<file path="config.mk">
export PLATFORM = sky130hd
export DESIGN_NAME = tcrc_gen
export DESIGN_NICKNAME = d
export VERILOG_FILES = /design/src/rtl/tcrc_gen_pkg.sv /design/src/rtl/tcrc_gen_step.sv /design/src/rtl/tcrc_gen.sv
export SDC_FILE = /design/constraint.sdc
export NUM_CORES = 1
export LEC_CHECK = 0
export CAP_MARGIN = 20
export CORE_MARGIN = 2
export CORE_UTILIZATION = 43
export DETAILED_ROUTE_END_ITERATION = 10
export GPL_ROUTABILITY_DRIVEN = 0
export PLACE_DENSITY = 0.79
export SLEW_MARGIN = 40
export SYNTH_ARGS = -nofsm -noshare
export SYNTH_HDL_FRONTEND = slang
export SYNTH_SLANG_ARGS = --single-unit
</file>
<file path="constraint.sdc">
create_clock -name clock -period 2.6 [get_ports clock]
set_input_delay 0.26 -clock clock [delete_from_list [all_inputs] [get_ports clock]]
set_output_delay 0.26 -clock clock [all_outputs]
set_load 0.02 [all_outputs]
</file>
<file path="src/rtl/tcrc_gen_pkg.sv">
// Shared types and constants for the serial CRC generator.
// Full-width polynomial support (CRC17/CRC21) is enabled by TCRC_GEN_FD_EN.
package tcrc_gen_pkg;

  localparam int CRC_WMAX = 21;

  typedef enum logic [1:0] {
    ST_IDLE  = 2'd0,
    ST_CALC  = 2'd1,
    ST_SHIFT = 2'd2,
    ST_DONE  = 2'd3
  } state_t;

  localparam logic [1:0] MODE_CRC15 = 2'd0;
  localparam logic [1:0] MODE_CRC17 = 2'd1;
  localparam logic [1:0] MODE_CRC21 = 2'd2;
  localparam logic [1:0] MODE_RSVD  = 2'd3;

  // Polynomials with the implicit top bit dropped.
  localparam logic [CRC_WMAX-1:0] POLY_CRC15 = 21'h004599;
  localparam logic [CRC_WMAX-1:0] POLY_CRC17 = 21'h01685B;
  localparam logic [CRC_WMAX-1:0] POLY_CRC21 = 21'h102899;

  localparam logic [4:0] WIDTH_CRC15 = 5'd15;
  localparam logic [4:0] WIDTH_CRC17 = 5'd17;
  localparam logic [4:0] WIDTH_CRC21 = 5'd21;

  function automatic logic [1:0] eff_mode(input logic [1:0] m);
`ifdef TCRC_GEN_FD_EN
    return (m == MODE_RSVD) ? MODE_CRC15 : m;
`else
    return m & 2'b00;
`endif
  endfunction

  function automatic logic [4:0] width_of(input logic [1:0] m);
    case (m)
      MODE_CRC17: return WIDTH_CRC17;
      MODE_CRC21: return WIDTH_CRC21;
      default:    return WIDTH_CRC15;
    endcase
  endfunction

  function automatic logic [CRC_WMAX-1:0] poly_of(input logic [1:0] m);
    case (m)
      MODE_CRC17: return POLY_CRC17;
      MODE_CRC21: return POLY_CRC21;
      default:    return POLY_CRC15;
    endcase
  endfunction

  // A 21-bit width wraps 1<<21 to zero, so the subtraction still yields all ones.
  function automatic logic [CRC_WMAX-1:0] mask_of(input logic [1:0] m);
    return (CRC_WMAX'(1) << width_of(m)) - CRC_WMAX'(1);
  endfunction

  function automatic logic [CRC_WMAX-1:0] msb_of(input logic [1:0] m);
    return CRC_WMAX'(1) << (width_of(m) - 5'd1);
  endfunction

endpackage

</file>
<file path="src/rtl/tcrc_gen_step.sv">
// Combinational one-bit CRC advance; with fb_en low it is a plain masked left shift.
module tcrc_gen_step
  import tcrc_gen_pkg::*;
#(
  parameter int MAX_W = 21
) (
  input  logic [MAX_W-1:0] crc_cur,
  input  logic             bit_in,
  input  logic             fb_en,
  input  logic [1:0]       mode,
  output logic [MAX_W-1:0] crc_nxt
);

  logic [MAX_W-1:0] mask;
  logic [MAX_W-1:0] msb;
  logic [MAX_W-1:0] poly;
  logic             fb;

  assign mask = MAX_W'(mask_of(mode));
  assign msb  = MAX_W'(msb_of(mode));
  assign poly = MAX_W'(poly_of(mode));

  assign fb      = fb_en & (bit_in ^ (|(crc_cur & msb)));
  assign crc_nxt = ((crc_cur << 1) & mask) ^ (fb ? poly : '0);

endmodule

</file>
<file path="src/rtl/tcrc_gen.sv">
// Serial CRC generator: accumulate bits in CALC, then shift the result out MSB first.
// Define TCRC_GEN_FD_EN to enable CRC17/CRC21; otherwise every mode runs as CRC15.
//   state    | meaning
//   ST_IDLE  | waiting for load, steps ignored
//   ST_CALC  | each step folds bitin into the CRC
//   ST_SHIFT | each step shifts one CRC bit out on crc_tosend
//   ST_DONE  | one-cycle done pulse, then back to idle
module tcrc_gen
  import tcrc_gen_pkg::*;
#(
  parameter int MAX_W     = 21,
  parameter int STEP_EDGE = 1
) (
  input  logic             clock,
  input  logic             reset,
  input  logic             bitin,
  input  logic             activ,
  input  logic [1:0]       mode,
  input  logic             load,
  input  logic [MAX_W-1:0] preload,
  input  logic             shft_out,
  input  logic             zerointcrc,
  output logic             crc_tosend,
  output logic [MAX_W-1:0] crc_val,
  output logic             busy,
  output logic             done
);

  if (MAX_W < 15 || MAX_W > CRC_WMAX) begin : g_range_chk
    $error("tcrc_gen: MAX_W must be within 15..21");
  end
`ifdef TCRC_GEN_FD_EN
  if (MAX_W < CRC_WMAX) begin : g_fd_chk
    $error("tcrc_gen: MAX_W must be 21 when CRC17/CRC21 are enabled");
  end
`endif

  state_t           state, state_nxt;
  logic [MAX_W-1:0] crc_q, crc_nxt;
  logic [4:0]       bitcnt, bitcnt_nxt;
  logic [1:0]       mode_q, mode_nxt;
  logic             activ_q;

  logic             step;
  logic [1:0]       mode_eff;
  logic [1:0]       mode_load;
  logic [MAX_W-1:0] load_mask;
  logic [MAX_W-1:0] msb_sel;
  logic [4:0]       bitcnt_init;
  logic             fb_en;
  logic             data_bit;
  logic [MAX_W-1:0] step_val;

  assign step = (STEP_EDGE != 0) ? (activ & ~activ_q) : activ;

  // mode is only sampled at load; everything after uses the latched copy.
  assign mode_eff    = eff_mode(mode_q);
  assign mode_load   = eff_mode(mode);
  assign load_mask   = MAX_W'(mask_of(mode_load));
  assign msb_sel     = MAX_W'(msb_of(mode_eff));
  assign bitcnt_init = width_of(mode_eff) - 5'd1;

  assign fb_en    = (state == ST_CALC);
  assign data_bit = bitin & zerointcrc;

  tcrc_gen_step #(
    .MAX_W (MAX_W)
  ) u_step (
    .crc_cur (crc_q),
    .bit_in  (data_bit),
    .fb_en   (fb_en),
    .mode    (mode_eff),
    .crc_nxt (step_val)
  );

  always_ff @(posedge clock or negedge reset) begin
    if (!reset) begin
      state   <= ST_IDLE;
      crc_q   <= '0;
      bitcnt  <= '0;
      mode_q  <= MODE_CRC15;
      activ_q <= 1'b0;
    end else begin
      state   <= state_nxt;
      crc_q   <= crc_nxt;
      bitcnt  <= bitcnt_nxt;
      mode_q  <= mode_nxt;
      activ_q <= activ;
    end
  end

  always_comb begin
    state_nxt  = state;
    crc_nxt    = crc_q;
    bitcnt_nxt = bitcnt;
    mode_nxt   = mode_q;
    if (load) begin
      crc_nxt   = preload & load_mask;
      mode_nxt  = mode;
      state_nxt = ST_CALC;
    end else begin
      case (state)
        ST_IDLE: begin
          state_nxt = ST_IDLE;
        end
        ST_CALC: begin
          // A coincident step is folded in before the transmission starts.
          if (step) begin
            crc_nxt = step_val;
          end
          if (shft_out) begin
            state_nxt  = ST_SHIFT;
            bitcnt_nxt = bitcnt_init;
          end
        end
        ST_SHIFT: begin
          if (step) begin
            crc_nxt = step_val;
            if (bitcnt == 5'd0) begin
              state_nxt = ST_DONE;
            end else begin
              bitcnt_nxt = bitcnt - 5'd1;
            end
          end
        end
        ST_DONE: begin
          state_nxt = ST_IDLE;
        end
        default: begin
          state_nxt = ST_IDLE;
        end
      endcase
    end
  end

  assign crc_val    = crc_q;
  assign crc_tosend = |(crc_q & msb_sel);
  assign busy       = (state == ST_SHIFT);
  assign done       = (state == ST_DONE);

endmodule

</file>
Figure 1. The clock network (run 1).
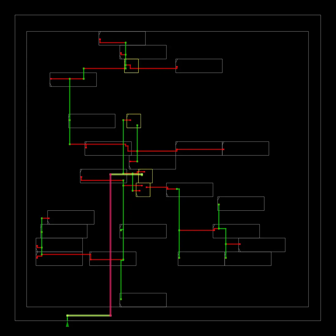
FF+latch count: 23
worst skew pair latency: 0.31 ns
Clk. pwr: 170 uW
CTS Buf Count: 3

Figure 2. Clock wires, drivers and flops (run 1).
Scale bar: 20 um.
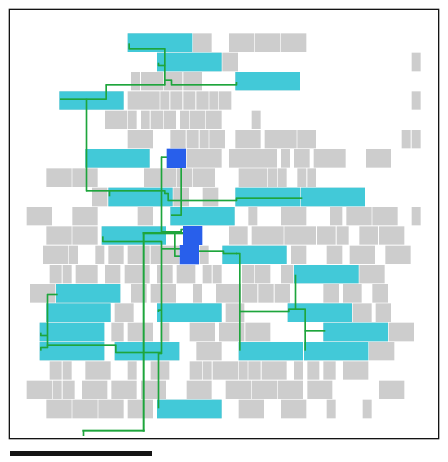
green -> clock wires  # length 268 um
cyan -> flip-flops  # count 23
blue -> cells driving clock nets  # count 3
routed clock nets = 4
Clk network pwr share: 13.8%
clk_skew: 0.00691 ns

==> impl_metrics.tcl, run 1 <==
# metrics dict for downstream scripts
set metrics [dict create \
    initial_core_util_pct 45.1 \
    final-setup-viol-count 0 \
    drtAntennaViolNets 0 \
    final_cells 227 \
    vias_per_cell 5.05 \
    ios 54 \
    cts_buffer_depth 2 \
    critPathMaxFanout 9 \
    p_sw_share_pct 38.2 \
    ys_ff 23 \
    rsz0062_at_grt "no" \
    nets 219 \
    outcome "finished clean" \
    syn_inst 145 \
    ys_area_um2 1370 \
    ys_cells 145 \
    drive_above_1_share_pct 8.20 \
    p_leak_nw 0.768 \
    fmax_mhz 469 \
    cts_root_buf "clkbuf_4" \
    tightest_slew_ns 0.616 \
    p_comb_share_pct 46.6 \
    slew_headroom_pct 58.7 \
]
Figure 3. Sequential cells colored by netlist name (run 1).
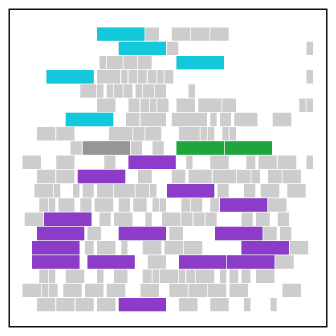
purple -> `crc_val`  # placed flops 15
cyan -> `bitcnt`  # placed flops 5
green -> `state`  # placed flops 2
not colored = 1
Seq power: 489 uW
FF/Latch Area: 576 um^2
flop share of the area: 31.8%
fin util: 59.8%

Figure 4. Signal wires by layer (run 1).
Scale bar: 20 um.
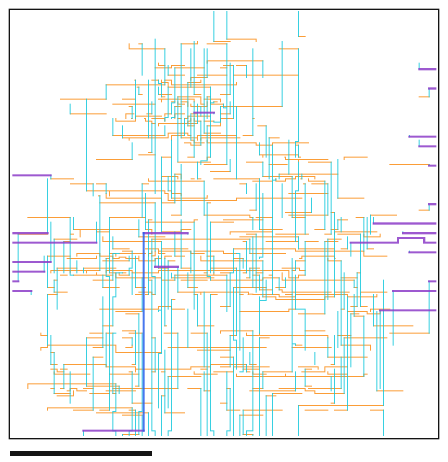
cyan -> met2  # wire length 1,430 um
purple -> met3  # wire length 111 um
orange -> met1  # wire length 1,340 um
blue -> met4  # wire length 27.9 um
post-DR wirelength/cell: 12.8 um
Routed WL: 2910 um
gr usage total: 18.5%
via count: 1,147

## run 1: cell usage after synthesis (all sizes together), types with 4 or more instances
cell	count	share of area, %
inv	7	1.9
nand2	15	4.1
buf	9	4.8
clkbuf	5	1.4
o21ai	9	3.6
nor2b	4	1.8
nand2b	7	3.2
mux2i	11	8.1
nor3	4	1.5
dfrtp	23	42
nor2	7	1.9
a21oi	4	1.5
ha	5	4.6
## run 1: per-stage QoR
stage,power [mW],util (%),hold WS [ns],cell area (um^2)
4_1_cts,1.25,59.8,0.292,1810
6_report,1.23,59.8,0.289,1810
3_3_place_gp,1.05,58.8,0.486,1780
5_1_grt,1.33,59.8,0.299,1810
2_1_floorplan,0.862,-,-0.0356,1390
3_5_place_dp,1.07,58.8,0.497,1780
## run 1: layout make-up
class / count / area, um^2 / share of cell area, %
Clock buffer: 3 / 22.5 / 1.24
Clock inverter: 1 / 7.51 / 0.414
Inverter: 7 / 26.3 / 1.45
Multi-Input combinational cell: 106 / 704 / 38.9
Sequential cell: 23 / 576 / 31.8
Tap cell: 44 / 55.1 / 3.04
Timing Repair Buffer: 43 / 420 / 23.2
## run 1: cell families (layout without fill, tap and decap cells)
logic type	after synthesis	in the layout	synth area share (%)
AND-OR/OR-AND	30	30	15.8
flip-flops	23	23	42.1
AND/OR/NAND/NOR	53	53	20.3
buffers and inverters	21	54	8.06
multiplexers	12	12	8.88
other	1	6	0.274
adder cells (fa/ha/maj)	5	5	4.58
## run 1: power groups by stage
| stage | sequential (mW) | clock, mW | combinational (mW) |
|---|---|---|---|
| after floorplan | 0.535 | 0 | 0.327 |
| after global placement | 0.490 | 0 | 0.559 |
| after detailed placement | 0.497 | 0 | 0.578 |
| after CTS | 0.490 | 0.177 | 0.581 |
| after global routing | 0.502 | 0.192 | 0.635 |
| final | 0.489 | 0.170 | 0.576 |
## run 1: registers in the layout, indices dropped and copies added (netlist names)
| name | count |
|---|---|
| activ_q | 1 |
| bitcnt | 5 |
| crc_val | 15 |
| state | 2 |
## run 1: worst max-delay path by stage
stage	from	to	slack (ns)	depth (start not counted)
3_3_place_gp	state[0]	crc_val[1]	0.62	6
4_1_cts	state[0]	busy	0.45	3
2_1_floorplan	bitcnt[0]	state[1]	0.74	6
3_5_place_dp	state[0]	crc_val[1]	0.53	6
5_1_grt	state[0]	crc_val[2]	0.34	6
6_report	state[0]	busy	0.47	3
## run 1: critical path, stage by stage (launching register included)
cell and delay [ns]:
dfrtp_1 0.44, inv_1 0.10, ha_1 0.36, clkdlybuf4s50_1 0.67
## run 1: per-layer routing
metal,up-vias,global-route usage [%],part of all wire [%]
met5,-,0,0
met1,547,24.4,46
li1,572,-,-
met3,2,1.71,3.8
met2,26,32.1,49
met4,0,6.03,0.93
Figure 5. Ports around the boundary (run 1).
Pins as bars across the die edge, other pins in gray.
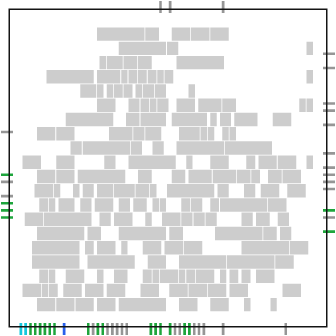

==> run 2: changes to the inputs <==
--- a/config.mk
+++ b/config.mk
@@ -7,10 +7,10 @@
 export LEC_CHECK = 0
 export CAP_MARGIN = 20
 export CORE_MARGIN = 2
-export CORE_UTILIZATION = 43
+export CORE_UTILIZATION = 39
 export DETAILED_ROUTE_END_ITERATION = 10
 export GPL_ROUTABILITY_DRIVEN = 0
-export PLACE_DENSITY = 0.79
+export PLACE_DENSITY = 0.76
 export SLEW_MARGIN = 40
 export SYNTH_ARGS = -nofsm -noshare
 export SYNTH_HDL_FRONTEND = slang
==> constraint.sdc (replaced) <==
create_clock -name clock -period 1.9 [get_ports clock]
set_input_delay 0.19 -clock clock [delete_from_list [all_inputs] [get_ports clock]]
set_output_delay 0.19 -clock clock [all_outputs]
set_load 0.02 [all_outputs]
Figure 6. Ports around the boundary (run 2).
Pins as bars across the die edge, other pins in gray.
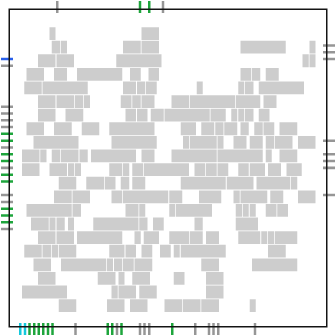
blue -> `clock`  # pins 1, direction input, edge left
cyan -> `mode`  # pins 2, direction input, edge bottom
green -> `preload`  # pins 21, direction input, edge 10 bottom, 9 left, 2 top
all pins by edge = 22 bottom, 20 left, 8 right, 4 top
Port Buffers: 39
die x size: 63.2 um
Die Y: 63.2 um

Figure 7. Sequential cells colored by netlist name (run 2).
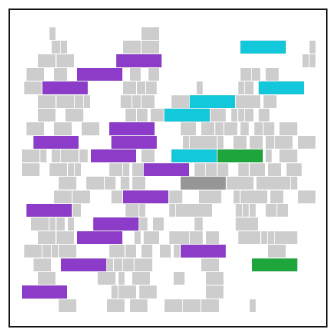
cyan -> `bitcnt`  # placed flops 5
green -> `state`  # placed flops 2
purple -> `crc_val`  # placed flops 15
flop share of the area: 30.8%
fin util: 55.6%
Seq power: 671 uW

==> run 2 against run 1 <==
Net effect: worst hold slack lost 0.086 ns; clock-buffer cell count stayed put; combinational power increased by 46%; utilization is 4.3 points lower; cell area up 3.2%; non-clock buffer count up 5; critical path type is now reg -> reg; largest power group unchanged.
==> impl_metrics.tcl, run 2 <==
# metrics dict for downstream scripts
set metrics [dict create \
    ff2ff_path_depth 6 \
    vias_per_cell 5.09 \
    numCtsBuffers 3 \
    fmax_mhz 543 \
    rsz0062_at_grt "yes" \
    core_um2 3360 \
    critPathMaxFanout 3 \
    crit_arrival_ns 2.06 \
    initial_core_util_pct 40.6 \
    outcome "finished clean" \
    syn_inst 145 \
    drive_above_1_share_pct 12.2 \
    nets 224 \
    postSynthSeqShare_pct 42.1 \
    holdWs_ns 0.203 \
    ys_area_um2 1370 \
    final_cells 234 \
    startpoint_type "flip-flop" \
    post_cts_hold_buffer_count 0 \
    vias 1192 \
    yosysMostFrequentCell "dfrtp_1" \
    ys_ff 23 \
    synth_top_cell_by_area "dfrtp_1" \
    drtIter0Drc 68 \
    ios 54 \
    dp.cells 229 \
    p_leak_nw 0.804 \
    yosys_warnings 0 \
    cap_violations 0 \
    synthTopCellsByCount "dfrtp_1, nand2_1, mux2i_1" \
    cts_buffer_depth 2 \
    finalWirelength_um 3070 \
    ys_top_cells_by_area "dfrtp_1, mux2i_1, ha_1, buf_4, nand2_1" \
    antenna_found_initial 0 \
    grt_usage_pct 16.3 \
    drtAntennaViolNets 0 \
    warnings 38 \
    largest_reg_flops 15 \
    finalCritPeriodShare_pct 96.9 \
    synthArstFlopShare_pct 100 \
    drc_errors 0 \
    avgRoutedWirePerCell_um 13.1 \
    top_cell_area_share_pct 42.1 \
    layout_top_cell "clkdlybuf4s50_1" \
    critical_path.endpoint_type "flip-flop" \
    cts_root_buf "clkbuf_4" \
    ys_cells 145 \
    grt_max_degree 38 \
    final-setup-viol-count 0 \
]
Figure 8. The clock network (run 2).
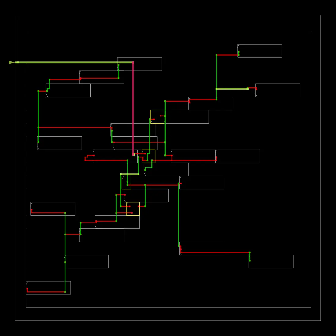
worst skew pair latency: 0.32 ns
clk_skew: 0.00387 ns
CTS sink count: 23

run 2: cell counts after synthesis:
Identical to the previous run, type by type.
run 2: report_power, final:
part | total [mW] | leakage (nW) | internal [mW] | switching, mW
logic | 0.843 | 0.517 | 0.430 | 0.412
registers | 0.671 | 0.269 | 0.580 | 0.0911
clock network | 0.242 | 0.0177 | 0.0788 | 0.163
run 2: kinds of logic (layout without fill, tap and decap cells):
group                    after synthesis  after routing  synth area share (%)
AND-OR/OR-AND                         30             30                  15.8
adder cells (fa/ha/maj)                5              5                  4.58
AND/OR/NAND/NOR                       53             53                  20.3
buffers and inverters                 21             59                  8.06
other                                  1              6                 0.274
multiplexers                          12             12                  8.88
flip-flops                            23             23                  42.1
run 2: routing by layer:
metal  track usage (%)  up-vias  wire, um
li1                  -      580         -
met2              28.1       38      1520
met1              20.5      572      1370
met5                 0        -         0
met4              5.43        0        19
met3              3.04        2       155
run 2: area by class of cell:
cell class / count / area [um^2]
tap: 46 / 57.6
clock inverter: 1 / 5.00
inverter: 7 / 26.3
multi-input combinational: 106 / 713
clock buffer: 3 / 22.5
sequential: 23 / 576
fill: 327 / 1490
timing repair buffer: 48 / 469
run 2: timing repair:
item                                    CTS  global route
gates resized                             1             3
endpoints found under the setup margin    1             4
buffers inserted                          0             1
run 2: how the worst max path moves through the flow:
stage | endpoint | from
after floorplan | state[1] | bitcnt[0]
after global placement | state[1] | bitcnt[0]
after detailed placement | state[1] | bitcnt[0]
after CTS | state[1] | bitcnt[0]
after global routing | state[1] | bitcnt[0]
final | state[1] | bitcnt[1]
run 2: worst max-delay path, stage by stage, from the launching register on:
cell and delay [ns]:
dfrtp_1 0.42, inv_1 0.07, ha_2 0.17, or4b_4 0.47, o21ai_2 0.12, a21boi_4 0.19
mux2_4 0.31
run 2: stage by stage:
stage	worst slack (ns)	cell area (um^2)	util, %	TNS [ns]	power (mW)
after CTS	0.0255	1850	55.1	0	1.75
after detailed placement	0.0410	1830	54.3	0	1.51
after floorplan	0.0443	1390	-	0	1.18
final	0.0583	1870	55.6	0	1.76
after global routing	-0.0137	1870	55.6	-0.0137	1.88
after global placement	0.0875	1830	54.3	0	1.48
Power figures rest on the tool's default switching activity, not on a simulated workload.
